[src/rtl/buttons_in.sv]
// Purpose: synchronise, debounce and edge-latch up to 16 button inputs as a Hack memory-mapped peripheral (LEVEL / EVENT W1C / MASK).
// Latency: raw edge to LEVEL/EVENT is 2 sync cycles plus 3 qualifying debounce ticks; read data is combinational.
// Backpressure: none; the CPU bus always completes, and the prescaler tick is never stalled by bus activity. Optional macro: BUTTONS_IRQ_EN.
module buttons_in #(
    parameter int WIDTH           = 16,
    parameter int DEBOUNCE_CYCLES = 50000
) (
    input  logic             clk,
    input  logic             reset,
    input  logic [WIDTH-1:0] raw,
    input  logic             sel,
    input  logic [1:0]       addr,
    input  logic             load,
    input  logic [15:0]      in,
    output logic [15:0]      out
`ifdef BUTTONS_IRQ_EN
    ,
    output logic             irq
`endif
);

    localparam int              CNT_W    = $clog2(DEBOUNCE_CYCLES);
    localparam logic [CNT_W-1:0] CNT_LAST = CNT_W'(DEBOUNCE_CYCLES - 1);

    localparam logic [1:0] ADDR_LEVEL = 2'd0;
    localparam logic [1:0] ADDR_EVENT = 2'd1;
    localparam logic [1:0] ADDR_MASK  = 2'd2;

    // Two-flop synchroniser stages
    logic [WIDTH-1:0] syncMeta;
    logic [WIDTH-1:0] sync;

    // Debounce sample history: the current synchronised value is the
    // newest of the three samples, histA and histB are the two before it.
    logic [WIDTH-1:0] histA;
    logic [WIDTH-1:0] histB;

    logic [WIDTH-1:0] level;
    logic [WIDTH-1:0] evt;

    logic [CNT_W-1:0] preCnt;
    logic             tick;

    logic [WIDTH-1:0] allHigh;
    logic [WIDTH-1:0] allLow;
    logic [WIDTH-1:0] levelNext;
    logic [WIDTH-1:0] rise;
    logic [WIDTH-1:0] clrMask;
    logic [WIDTH-1:0] evtNext;
    logic             wrEvt;
    logic [15:0]      rdSel;

`ifdef BUTTONS_IRQ_EN
    logic [WIDTH-1:0] maskReg;
    logic             wrMask;
`endif

    // Bring the asynchronous inputs into the clk domain
    always_ff @(posedge clk or negedge reset) begin
        if (!reset) begin
            syncMeta <= '0;
            sync     <= '0;
        end else begin
            syncMeta <= raw;
            sync     <= syncMeta;
        end
    end

    // Free-running prescaler; wraps after DEBOUNCE_CYCLES-1 regardless of bus traffic
    always_ff @(posedge clk or negedge reset) begin
        if (!reset) begin
            preCnt <= '0;
        end else if (tick) begin
            preCnt <= '0;
        end else begin
            preCnt <= preCnt + CNT_W'(1);
        end
    end

    assign tick = (preCnt == CNT_LAST);

    // Qualify a new level when the three samples agree, and derive events and W1C clears
    always_comb begin
        allHigh   = sync & histA & histB;
        allLow    = ~(sync | histA | histB);
        levelNext = level;
        if (tick) begin
            levelNext = (level & ~allLow) | allHigh;
        end
        rise    = levelNext & ~level;
        wrEvt   = sel && load && (addr == ADDR_EVENT);
        clrMask = '0;
        if (wrEvt) begin
            clrMask = in[WIDTH-1:0];
        end
        // A rising edge in the same cycle as a clear wins
        evtNext = (evt & ~clrMask) | rise;
    end

    // Shift the sample history on each tick and register level/event state
    always_ff @(posedge clk or negedge reset) begin
        if (!reset) begin
            histA <= '0;
            histB <= '0;
            level <= '0;
            evt   <= '0;
        end else begin
            if (tick) begin
                histA <= sync;
                histB <= histA;
            end
            level <= levelNext;
            evt   <= evtNext;
        end
    end

`ifdef BUTTONS_IRQ_EN
    assign wrMask = sel && load && (addr == ADDR_MASK);

    // Interrupt enable mask register and registered interrupt output
    always_ff @(posedge clk or negedge reset) begin
        if (!reset) begin
            maskReg <= '0;
            irq     <= 1'b0;
        end else begin
            if (wrMask) begin
                maskReg <= in[WIDTH-1:0];
            end
            irq <= |(evt & maskReg);
        end
    end
`endif

    // Combinational read mux, zero-extended and gated by the select
    always_comb begin
        rdSel = '0;
        case (addr)
            ADDR_LEVEL: rdSel[WIDTH-1:0] = level;
            ADDR_EVENT: rdSel[WIDTH-1:0] = evt;
            ADDR_MASK: begin
`ifdef BUTTONS_IRQ_EN
                rdSel[WIDTH-1:0] = maskReg;
`endif
            end
            default: rdSel = '0;
        endcase
        out = sel ? rdSel : 16'h0000;
    end

endmodule

[config.mk]
export PLATFORM = sky130hd
export DESIGN_NAME = buttons_in
export DESIGN_NICKNAME = d
export VERILOG_FILES = /design/src/rtl/buttons_in.sv
export SDC_FILE = /design/constraint.sdc
export NUM_CORES = 1
export LEC_CHECK = 0
export ABC_AREA = 1
export CAP_MARGIN = 20
export CORE_ASPECT_RATIO = 1.5
export CORE_UTILIZATION = 51
export CTS_BUF_LIST = sky130_fd_sc_hd__clkbuf_16
export DETAILED_ROUTE_END_ITERATION = 7
export PLACE_DENSITY = 0.76
export SETUP_SLACK_MARGIN = 0.05
export SLEW_MARGIN = 20
export SYNTH_ARGS = -nofsm -noshare
export SYNTH_HDL_FRONTEND = slang
export SYNTH_SLANG_ARGS = --single-unit
[constraint.sdc]
create_clock -name clk -period 1.4 [get_ports clk]
set_input_delay 0.21 -clock clk [delete_from_list [all_inputs] [get_ports clk]]
set_output_delay 0.21 -clock clk [all_outputs]
set_load 0.03 [all_outputs]
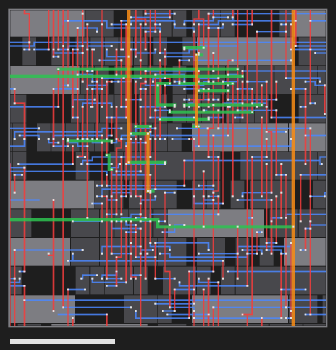
Figure 1: run 1, a small window of the routed layout.
The bar under the picture is 10 um long. Window x 26 to 56, y 46 to 76 um. Cells in grey, sequential cells in the stronger grey; small squares are vias.
legend:
  orange:
    layer: M4
  red:
    layer: M2
  blue:
    layer: M1
  green:
    layer: M3
netlist names of flops here include: preCnt (7)
most frequent: nand2_1 (27), nor2_1 (17), inv_1 (14)
sequential cells in the window: 9
cells with their middle in the window: 102

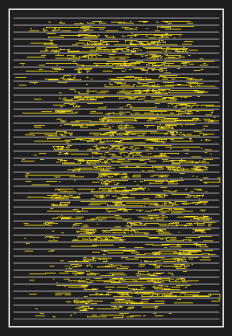
Figure 2: run 1, metal 1.
Supply wires on this layer in grey.
main direction: horizontal
wire length on this layer: 4630 um
nets with wire on the layer: 630
share of all routed wire: 42%

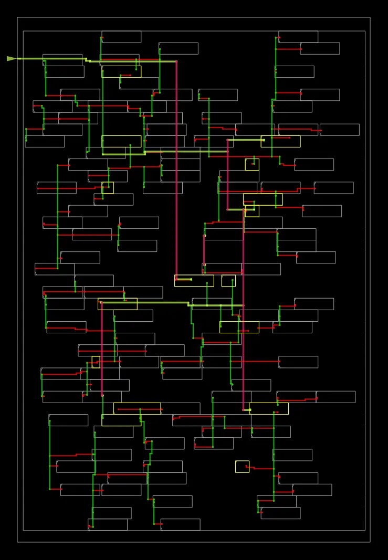
Figure 3: run 1, clock wiring as the flow saved it.
layout clock buffer count: 9
CTS Buf Count: 9
Power Clock: 2.59 mW
FFs & Latches: 112
Clock Skew: 0.006782 ns

==> run notes, run 1 <==
impl run done, here's what came out: status complete, but fails checks, failing checks setup timing, largest fanout on the critical path 28, crit path DRT approximately 1.6 ns, DRC viols 0, crit path from preCnt[1], Setup-failing EPs final roughly 75, CTS tree done, Hold Crit Depth 1, Final Instance Count excl. Fillers 776, H-tree levels 3, Critical Path AT 1.76 ns, ant diodes 0, Max clock buf depth 2, Worst path most repeated cell nand2_4, endpoint class of the critical path flop, die height 122.9 um, Die W 82.59 um, VDD IR max 0.0006538 V, YS chip area 0.004969 sq mm, CP Cell Sequence ha_4 > nand2_2 > inv_2 > nand2_4 > nor2_4 > nand2_4 > buf_12 > nand2_1 > o21ai_1, Worst Hold Class in2reg, Post-synth ARST share 100.0%, overall routing resource usage 23.57%, Layout fillers ~740, final slew viol count 0, CP top delay family simple AND/OR/NAND/NOR gates, Top cells by area dfrtp_1 56%, nand2_1 13%, inv_1 4.9%, Rows 43, Levels on crit path 9, share of the synthesized area in the top cell type 56.41%, Reg2Reg Capture Point histB[8], Detailed Routing Iterations Pass 1 5, CP max-delay cell dfrtp_1, most frequent cell after synthesis nand2_1, PnR worst setup slack -0.1296 ns, R2R cell count 9, Yosys Instances between 500 and 600, Routed WL 11.12 mm, largest net degree at the start of global routing 51, grt total ovfl 0, Clock Sinks approximately 110, Nets roughly 700, vias in the first global route 3842, count of tool warnings 29, GP Congestion 0.8619, hold path start raw[9], Reg2Reg Setup Slack -0.13 ns, via count 4101
[run 1: what timing repair did]
action	in CTS	in global routing
hold endpoints to repair	21	0
gates resized	49	5
hold buffers	1	0
setup endpoints to repair	92	95
gates cloned	2	1
pin swaps	3	5
buffers inserted	3	17
[run 1: final cells by class]
cell class	instances	area [sq um]	share of cell area [%]
Timing Repair Buffer	106	1091	16.85
Clock buffer	9	225.2	3.479
Tap cell	112	140.1	2.165
Sequential cell	112	2803	43.29
Clock inverter	7	77.57	1.198
Inverter	69	264.0	4.078
Multi-Input combinational cell	361	1873	28.93
[run 1: worst register-to-register path, cell delays in order (launching register included)]
cell and delay, ns:
dfrtp_1 0.40, ha_4 0.18, nand2_2 0.06, inv_2 0.09, nand2_4 0.07, nor2_4 0.11, nand2_4 0.14, buf_12 0.21
nand2_1 0.10, o21ai_1 0.07
[run 1: cell families (layout without fill, tap and decap cells)]
kind of cell    Yosys count  count (layout)  share of synthesized area [%]
flops                   112             112                          56.41
compound gates           53              53                          7.026
buf+inv                  89             191                          8.084
fa+ha+maj                 1               1                         0.2518
simple gates            301             301                          27.17
xor+xnor                  6               6                          1.058
[run 1: how the worst max path moves through the flow]
stage,endpoint,slack (ns)
final,histB[8],-0.13
after global routing,histB[6],-0.18
after CTS,histB[0],-0.09
after detailed placement,out[1],-0.20
after global placement,out[1],-0.18
after floorplan,histA[0],-0.04
[run 1: through the flow]
step	hold WS (ns)	utilization (%)	total power, mW	TNS, ns	worst slack, ns
4_1_cts	0.2843	67.25	6.505	-1.809	-0.08594
5_1_grt	0.2842	69.15	6.713	-10.10	-0.1848
3_5_place_dp	0.1329	62.22	3.907	-6.337	-0.2043
6_report	0.2928	69.15	6.471	-4.886	-0.1296
3_3_place_gp	0.1254	62.22	3.885	-3.980	-0.1797
2_1_floorplan	-0.08559	-	3.638	-1.674	-0.04416
[run 1: placed cells by master, fill, tap and decap left out, types with 2 or more instances in the layout]
cell type / synthesis / layout
buf_4: 0 / 46
o21ai_1: 10 / 16
o21ai_2: 21 / 31
nand2_4: 0 / 2
clkdlybuf4s50_1: 0 / 33
nand2_2: 21 / 28
nand4_1: 18 / 18
nor2_1: 31 / 27
inv_1: 65 / 62
nor2_4: 2 / 4
buf_2: 6 / 2
nand2_1: 176 / 167
dfrtp_1: 112 / 112
buf_6: 8 / 12
clkbuf_16: 0 / 10
buf_12: 0 / 9
inv_6: 0 / 4
nand3_1: 37 / 36
xor2_1: 5 / 5
a21oi_1: 3 / 3
nor2_2: 0 / 2
nand3b_1: 15 / 15
inv_2: 3 / 5
o21bai_1: 2 / 2
buf_16: 0 / 2
[run 1: per-layer routing]
layer	vias to the layer above	routed length [um]	global-route usage, %
met5	-	0	0
met3	22	546	4.238
met4	0	262	9.267
li1	1963	-	-
met1	2002	4632	30.44
met2	114	5681	38.95
[run 1: power breakdown]
group / internal [mW] / leakage (nW) / total [mW] / switching (mW)
sequential: 3.36 / 1.46 / 3.44 / 0.0746
combinational: 0.218 / 1.59 / 0.448 / 0.230
clock: 1.41 / 0.147 / 2.59 / 1.18
total: 4.99 / 3.20 / 6.47 / 1.48
==> run 2, diff against run 1 <==
--- a/config.mk
+++ b/config.mk
@@ -7,11 +7,12 @@
 export LEC_CHECK = 0
 export ABC_AREA = 1
 export CAP_MARGIN = 20
-export CORE_ASPECT_RATIO = 1.5
-export CORE_UTILIZATION = 51
+export CORE_ASPECT_RATIO = 0.7
+export CORE_UTILIZATION = 57
 export CTS_BUF_LIST = sky130_fd_sc_hd__clkbuf_16
 export DETAILED_ROUTE_END_ITERATION = 7
-export PLACE_DENSITY = 0.76
+export DONT_BUFFER_PORTS = 1
+export PLACE_DENSITY = 0.75
 export SETUP_SLACK_MARGIN = 0.05
 export SLEW_MARGIN = 20
 export SYNTH_ARGS = -nofsm -noshare
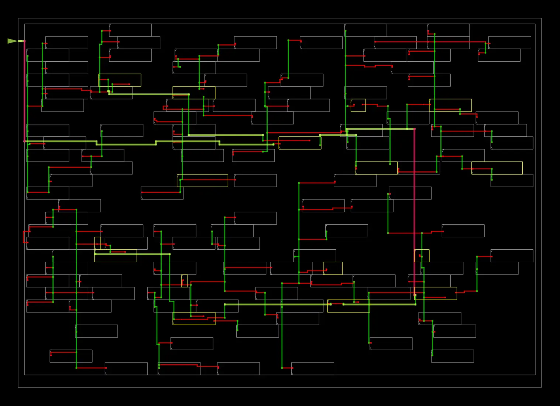
Figure 4: run 2, clock wiring as the flow saved it.
clk ins delay skew pair: 0.35 ns
Clock Sinks: 112
Clock Skew: 0.008389 ns
Power Clock: 2.75 mW

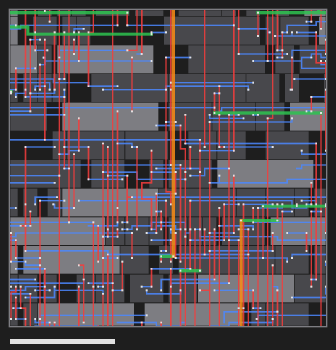
Figure 5: run 2, a small window of the routed layout.
The bar under the picture is 10 um long. Window x 42 to 72, y 25 to 55 um. Cells in grey, sequential cells in the stronger grey; small squares are vias.
legend:
  green:
    layer: M3
  orange:
    layer: M4
  blue:
    layer: M1
  red:
    layer: M2
sequential cells in the window: 10
most frequent: dfrtp_1 (10), nand2_1 (8)
cells with their middle in the window: 69
netlist names of flops here include: preCnt (7), level (2)

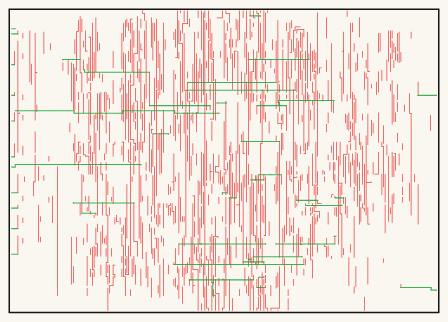
Figure 6: run 2, wiring by layer.
Two of the layers only.
legend:
  red:
    layer: M2
    wire_length: 4860 um
  green:
    layer: M3
    wire_length: 435 um

==> run notes, run 2 <==
impl run done, here's what came out: VDD IR max 0.0009623 V (was 0.0006538 V), YS chip area 0.004969 sq mm (unchanged), grt peak-use layer met2 (unchanged), most frequent cells in the layout 167 x nand2_1, 112 x dfrtp_1, 66 x inv_1 (was 167 x nand2_1, 112 x dfrtp_1, 62 x inv_1), overall routing resource usage 23.84% (was 23.57%), Global Route met1 Usage 31.49% (was 30.44%), total power 6.432 mW (was 6.471 mW), CTS Buf Count 9 (unchanged), most frequent cell after synthesis nand2_1 (unchanged), CP Cell Sequence ha_2 > nand2_2 > inv_2 > nand2_4 > nor2_4 > nand2_4 > inv_6 > clkbuf_16 > nand2_1 > nand2_1 (was ha_4 > nand2_2 > inv_2 > nand2_4 > nor2_4 > nand2_4 > buf_12 > nand2_1 > o21ai_1), Max clock buf depth 2 (unchanged), logic area 0.001966 sq mm (was 0.001873 sq mm), GP Congestion 0.8177 (was 0.8619), Worst Hold Class in2async (was in2reg), CP top delay family simple AND/OR/NAND/NOR gates (unchanged), Post-synth ARST share 100.0% (unchanged), Routed WL 10.23 mm (was 11.12 mm), Die W 113.6 um (was 82.59 um), Final Instance Count excl. Fillers 733 (was 776), Global Route met2 Usage 38.48% (was 38.95%), R2R cell count 10 (was 9), Yosys Instances 562 (unchanged), H-tree levels 3 (unchanged), largest fanout on the critical path 8 (was 28), crit path DRT 1.69 ns (was 1.63 ns), via count 3755 (was 4101), DP Worst Slack -0.006940 ns (was -0.2043 ns), vias in the first global route 3585 (was 3842), CTS tree done (unchanged), ant diodes 0 (unchanged), status complete, but fails checks (unchanged), Setup-failing EPs final 50 (was 75), Reg2Reg Capture Point level[0] (was histB[8]), simple share 27.17% (unchanged), final hold slack -0.4447 ns (was 0.2928 ns), CP max-delay cell dfrtp_1 (unchanged), Rows 28 (was 43), failing checks hold timing, setup timing (was setup timing), comb area leader simple AND/OR/NAND/NOR gates (unchanged), Detailed Routing Iterations Pass 1 4 (was 5), PnR worst setup slack -0.04429 ns (was -0.1296 ns), endpoint class of the critical path flop (unchanged), largest net degree at the start of global routing 113 (was 51), area fraction in mux cells 0% (unchanged), Fin. Hold Viols 112 (was 0), Compound-Gate Fraction of Synth Area 7.026% (unchanged)
==> run 2: cell counts after synthesis <==
Identical to the previous run, type by type.
==> run 2: cell families after synthesis <==
logic type | after synthesis
flip-flops | 112
buffers and inverters | 89
AND/OR/NAND/NOR | 301
AND-OR/OR-AND | 53
adder cells (fa/ha/maj) | 1
XOR/XNOR | 6
==> run 2: how the worst max path moves through the flow <==
| stage | startpoint | to | slack, ns | cells past startpoint |
|---|---|---|---|---|
| finish | preCnt[0] | level[0] | -0.04 | 10 |
| global placement | preCnt[1] | preCnt[8] | 0.06 | 9 |
| global route | preCnt[1] | level[8] | -0.13 | 9 |
| CTS | preCnt[1] | level[10] | -0.006 | 10 |
| detailed placement | preCnt[0] | histB[10] | -0.007 | 9 |
| floorplan | preCnt[0] | histA[0] | -0.04 | 10 |
==> run 2: final cells by class <==
cell class | count | area share (%)
inverter | 69 | 4.392
timing repair buffer | 55 | 9.258
multi-input combinational | 361 | 32.39
clock buffer | 9 | 3.711
sequential | 112 | 46.19
clock inverter | 7 | 1.588
tap | 120 | 2.474
==> run 2: where the power goes <==
part	switching (mW)	internal, mW
sequential	0.0661	3.36
combinational	0.145	0.107
clock	1.17	1.58
==> run 2: repair_timing <==
item | 4_1_cts | 5_1_grt
hold endpoints to repair | 128 | 112
gates resized | 38 | 8
setup buffers | 5 | 7
cloned | 0 | 2
pin swaps | 6 | 14
setup endpoints to repair | 88 | 91
==> run 2: stage by stage <==
stage               utilization, %  setup TNS [ns]
floorplan                        -          -1.674
global placement             62.43               0
detailed placement           62.43       -0.006940
CTS                          70.45       -0.006033
global route                 71.87          -6.253
finish                       71.87         -0.8112
==> run 2: metal layers <==
| layer | wire length [um] | vias up |
|---|---|---|
| met5 | 0 | - |
| met4 | 102 | 0 |
| met3 | 435 | 8 |
| met2 | 4858 | 77 |
| met1 | 4832 | 1815 |
| li1 | - | 1855 |
==> run 2: worst reg2reg max path, cell delays in order (launching register included) <==
cell and delay (ns):
dfrtp_1 0.36, ha_2 0.20, nand2_2 0.06, inv_2 0.07, nand2_4 0.06, nor2_4 0.11, nand2_4 0.12, inv_6 0.12
clkbuf_16 0.15, nand2_1 0.05, nand2_1 0.07
==> run 3, diff against run 2 <==
--- a/config.mk
+++ b/config.mk
@@ -8,11 +8,11 @@
 export ABC_AREA = 1
 export CAP_MARGIN = 20
 export CORE_ASPECT_RATIO = 0.7
-export CORE_UTILIZATION = 57
+export CORE_UTILIZATION = 25
 export CTS_BUF_LIST = sky130_fd_sc_hd__clkbuf_16
 export DETAILED_ROUTE_END_ITERATION = 7
 export DONT_BUFFER_PORTS = 1
-export PLACE_DENSITY = 0.75
+export PLACE_DENSITY = 0.4
 export SETUP_SLACK_MARGIN = 0.05
 export SLEW_MARGIN = 20
 export SYNTH_ARGS = -nofsm -noshare
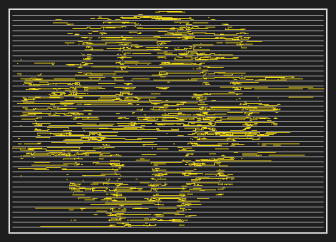
Figure 7: run 3, metal 1.
Supply wires on this layer in grey.
main direction: horizontal
wire length on this layer: 5810 um
via count: 3702
Global Route met1 Usage: 16.61%
Routed WL: 11.32 mm

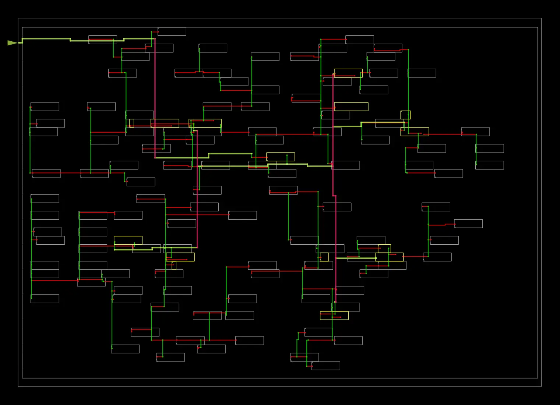
Figure 8: run 3, clock wiring as the flow saved it.
clk ins delay skew pair: 0.36 ns
Clock Skew: 0.01504 ns
Power Clock: 2.61 mW

==> run notes, run 3 <==
impl run done, here's what came out: Clock power frac 41.5% (was 42.8%), DRC viols 0 (unchanged), CP max-delay cell dfrtp_1 (unchanged), largest fanout on the critical path 35 (was 8), Setup-failing EPs final 36 (was 50), Die W 170.5 um (was 113.6 um), initial antenna violation count 0 (unchanged), ant diodes 0 (unchanged), Reg2Reg Setup Slack -0.04 ns (about the same), count of tool warnings 33 (unchanged), R2R cell count 9 (was 10), most instantiated cells after synthesis 176 x nand2_1, 112 x dfrtp_1, 65 x inv_1 (unchanged), Detailed Routing Iterations Pass 1 5 (was 4), Int Pwr 4.863 mW (was 5.047 mW), Rows 42 (was 28), VDD IR max 0.0005071 V (was 0.0009623 V), # port buffers 0 (unchanged), Syn. warnings 0 (unchanged), dominant logic cell type in the layout nand2_1 (unchanged), Synth Register Bits 112 (unchanged), sequential share of power 54.4% (was 53.3%), P per Cell Area 1005 mW/mm^2 (was 1060 mW/mm^2), Worst R2R Start preCnt[0] (unchanged), CTS Buf Count 9 (unchanged), CTS tree done (unchanged), overall routing resource usage 12.05% (was 23.84%), Routed wire per std cell 12.85 um (was 13.95 um), vias in the first global route 3668 (was 3585), first-pass GRT wire length 18.86 mm (was 16.65 mm), Clock Pin Slew Worst Setup and Hold Paths 0.08 ns (was 0.07 ns), Sw Pwr 1.430 mW (was 1.385 mW), Yosys top cell by area dfrtp_1 (unchanged), largest net degree at the start of global routing 113 (unchanged), Final period util 102.8% (was 103.2%), H-tree levels 3 (unchanged), Reg2Reg Capture Point histB[1] (was level[0]), Worst Hold Class in2async (unchanged), Core Util, Final 32.65% (was 71.87%), # IOs 54 (unchanged), failing checks hold timing, setup timing (unchanged), YS chip area 0.004969 sq mm (unchanged), GP Congestion 0.7810 (was 0.8177), Post-synth ARST share 100.0% (unchanged), share of the synthesized area in the top cell type 56.41% (unchanged), grt total ovfl 0 (unchanged), CP Cell Sequence ha_2 > nand2_2 > inv_2 > nand2_2 > nor2_4 > nand2_4 > buf_12 > nand2_1 > o21ai_1 (was ha_2 > nand2_2 > inv_2 > nand2_4 > nor2_4 > nand2_4 > inv_6 > clkbuf_16 > nand2_1 > nand2_1), crit path DRT 1.65 ns (was 1.69 ns), final slew viol count 0 (unchanged), Final Instance Count excl. Fillers 881 (was 733), Vias per Instance 4.202 (was 5.123), status complete, but fails checks (unchanged), die height 120.0 um (was 80.12 um), RSZ-0062 raised after global routing true (unchanged), LEAKAGE 2.979 nW (was 2.969 nW), min Tclk post-route 1.439 ns (was 1.444 ns), Primary FF master, synth dfrtp_1 (unchanged), DP Worst Slack -0.01732 ns (was -0.006940 ns), die area 0.02045 sq mm (was 0.009100 sq mm), Post-Syn Area per Cell 8.841 sq um (unchanged), Fin. Hold Viols 112 (unchanged), final hold slack -0.4536 ns (was -0.4447 ns), Max clock buf depth 2 (unchanged), Layout fillers 1983 (was 602), PnR worst setup slack -0.03897 ns (was -0.04429 ns), combinational power share 4.0% (was 3.9%), Top cells by area dfrtp_1 56%, nand2_1 13%, inv_1 4.9% (unchanged), hold_buf cts 16 (unchanged), Nets 651 (was 647), most frequent cell after synthesis nand2_1 (unchanged), most frequent cells in the layout 163 x nand2_1, 112 x dfrtp_1, 63 x inv_1 (was 167 x nand2_1, 112 x dfrtp_1, 66 x inv_1), Critical Path AT 1.69 ns (was 1.73 ns), Yosys Instances 562 (unchanged), Sw Share 22.73% (was 21.53%), Clock Sinks 112 (unchanged), Worst path most repeated cell nand2_2, endpoint class of the critical path flop (unchanged)
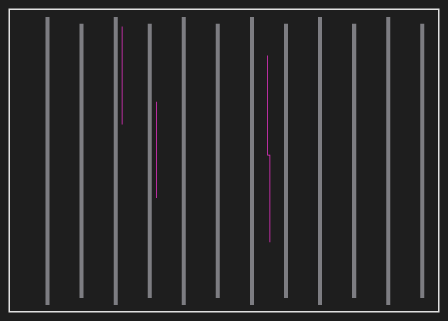
Figure 9: run 3, met4 routing.
Supply wires on this layer in grey.
wire length on this layer: 152 um
nets with wire on the layer: 2
longest straight run: 39.6 um
share of all routed wire: 1.3%

==> run 3: cell counts after synthesis <==
Identical to the previous run, type by type.
==> run 3: how the worst max path moves through the flow <==
stage,cells past startpoint,start,slack [ns],endpoint
after floorplan,10,preCnt[0],-0.04,histA[0]
after global placement,9,preCnt[1],0.02,histB[15]
after detailed placement,9,preCnt[0],-0.02,histB[2]
after CTS,9,preCnt[0],-0.04,histB[1]
after global routing,8,preCnt[0],-0.11,preCnt[13]
final,9,preCnt[0],-0.04,histB[1]
==> run 3: cell type report <==
| cell class | count | area (sq um) | share of cell area, % |
|---|---|---|---|
| Clock inverter | 7 | 68.82 | 1.099 |
| Multi-Input combinational cell | 361 | 1972 | 31.49 |
| Inverter | 69 | 261.5 | 4.176 |
| Sequential cell | 112 | 2803 | 44.76 |
| Tap cell | 264 | 330.3 | 5.275 |
| Timing Repair Buffer | 59 | 601.8 | 9.610 |
| Clock buffer | 9 | 225.2 | 3.596 |
==> run 3: kinds of logic after synthesis <==
family          synth area share, %
compound gates                7.026
xor+xnor                      1.058
fa+ha+maj                    0.2518
buf+inv                       8.084
flops                         56.41
simple gates                  27.17
==> run 3: power by group through the flow <==
stage	sequential (mW)	combinational, mW	clock [mW]
after floorplan	3.47	0.167	0
after global placement	3.49	0.202	0
after detailed placement	3.49	0.207	0
after CTS	3.43	0.255	2.74
after global routing	3.45	0.287	2.86
final	3.43	0.254	2.61
==> run 3: critical path: cells and delay by family (launching register included) <==
family | cells | cell delay, ns
buffers and inverters | 2 | 0.27
AOI/OAI and AO/OA | 1 | 0.06
adders and majority gates | 1 | 0.19
and+or+nand+nor | 5 | 0.43
DFF | 1 | 0.36
==> run 3: what timing repair did <==
item / CTS / global route
gates cloned: 0 / 1
resized: 31 / 27
setup endpoints to repair: 80 / 85
buffers inserted: 6 / 4
hold endpoints to repair: 128 / 112
pin swaps: 3 / 16
==> run 3: through the flow <==
stage	instance area, sq um	power, mW	setup TNS (ns)	hold slack, ns
final	6262	6.293	-0.6294	-0.4536
after global routing	6262	6.590	-4.603	-0.4701
after CTS	6125	6.424	-0.3822	-0.4705
after detailed placement	5504	3.696	-0.1015	-0.07377
after global placement	5504	3.689	0	-0.07544
after floorplan	5016	3.638	-1.674	-0.08559
==> run 3: layer usage <==
layer | up-vias | global-route usage (%) | share of wire, %
met3 | 10 | 3.067 | 2.9
met1 | 1791 | 16.61 | 51
met2 | 35 | 18.31 | 44
li1 | 1866 | - | -
met4 | 0 | 3.941 | 1.3
met5 | - | 0 | 0
Power and IR drop assume default switching activity.
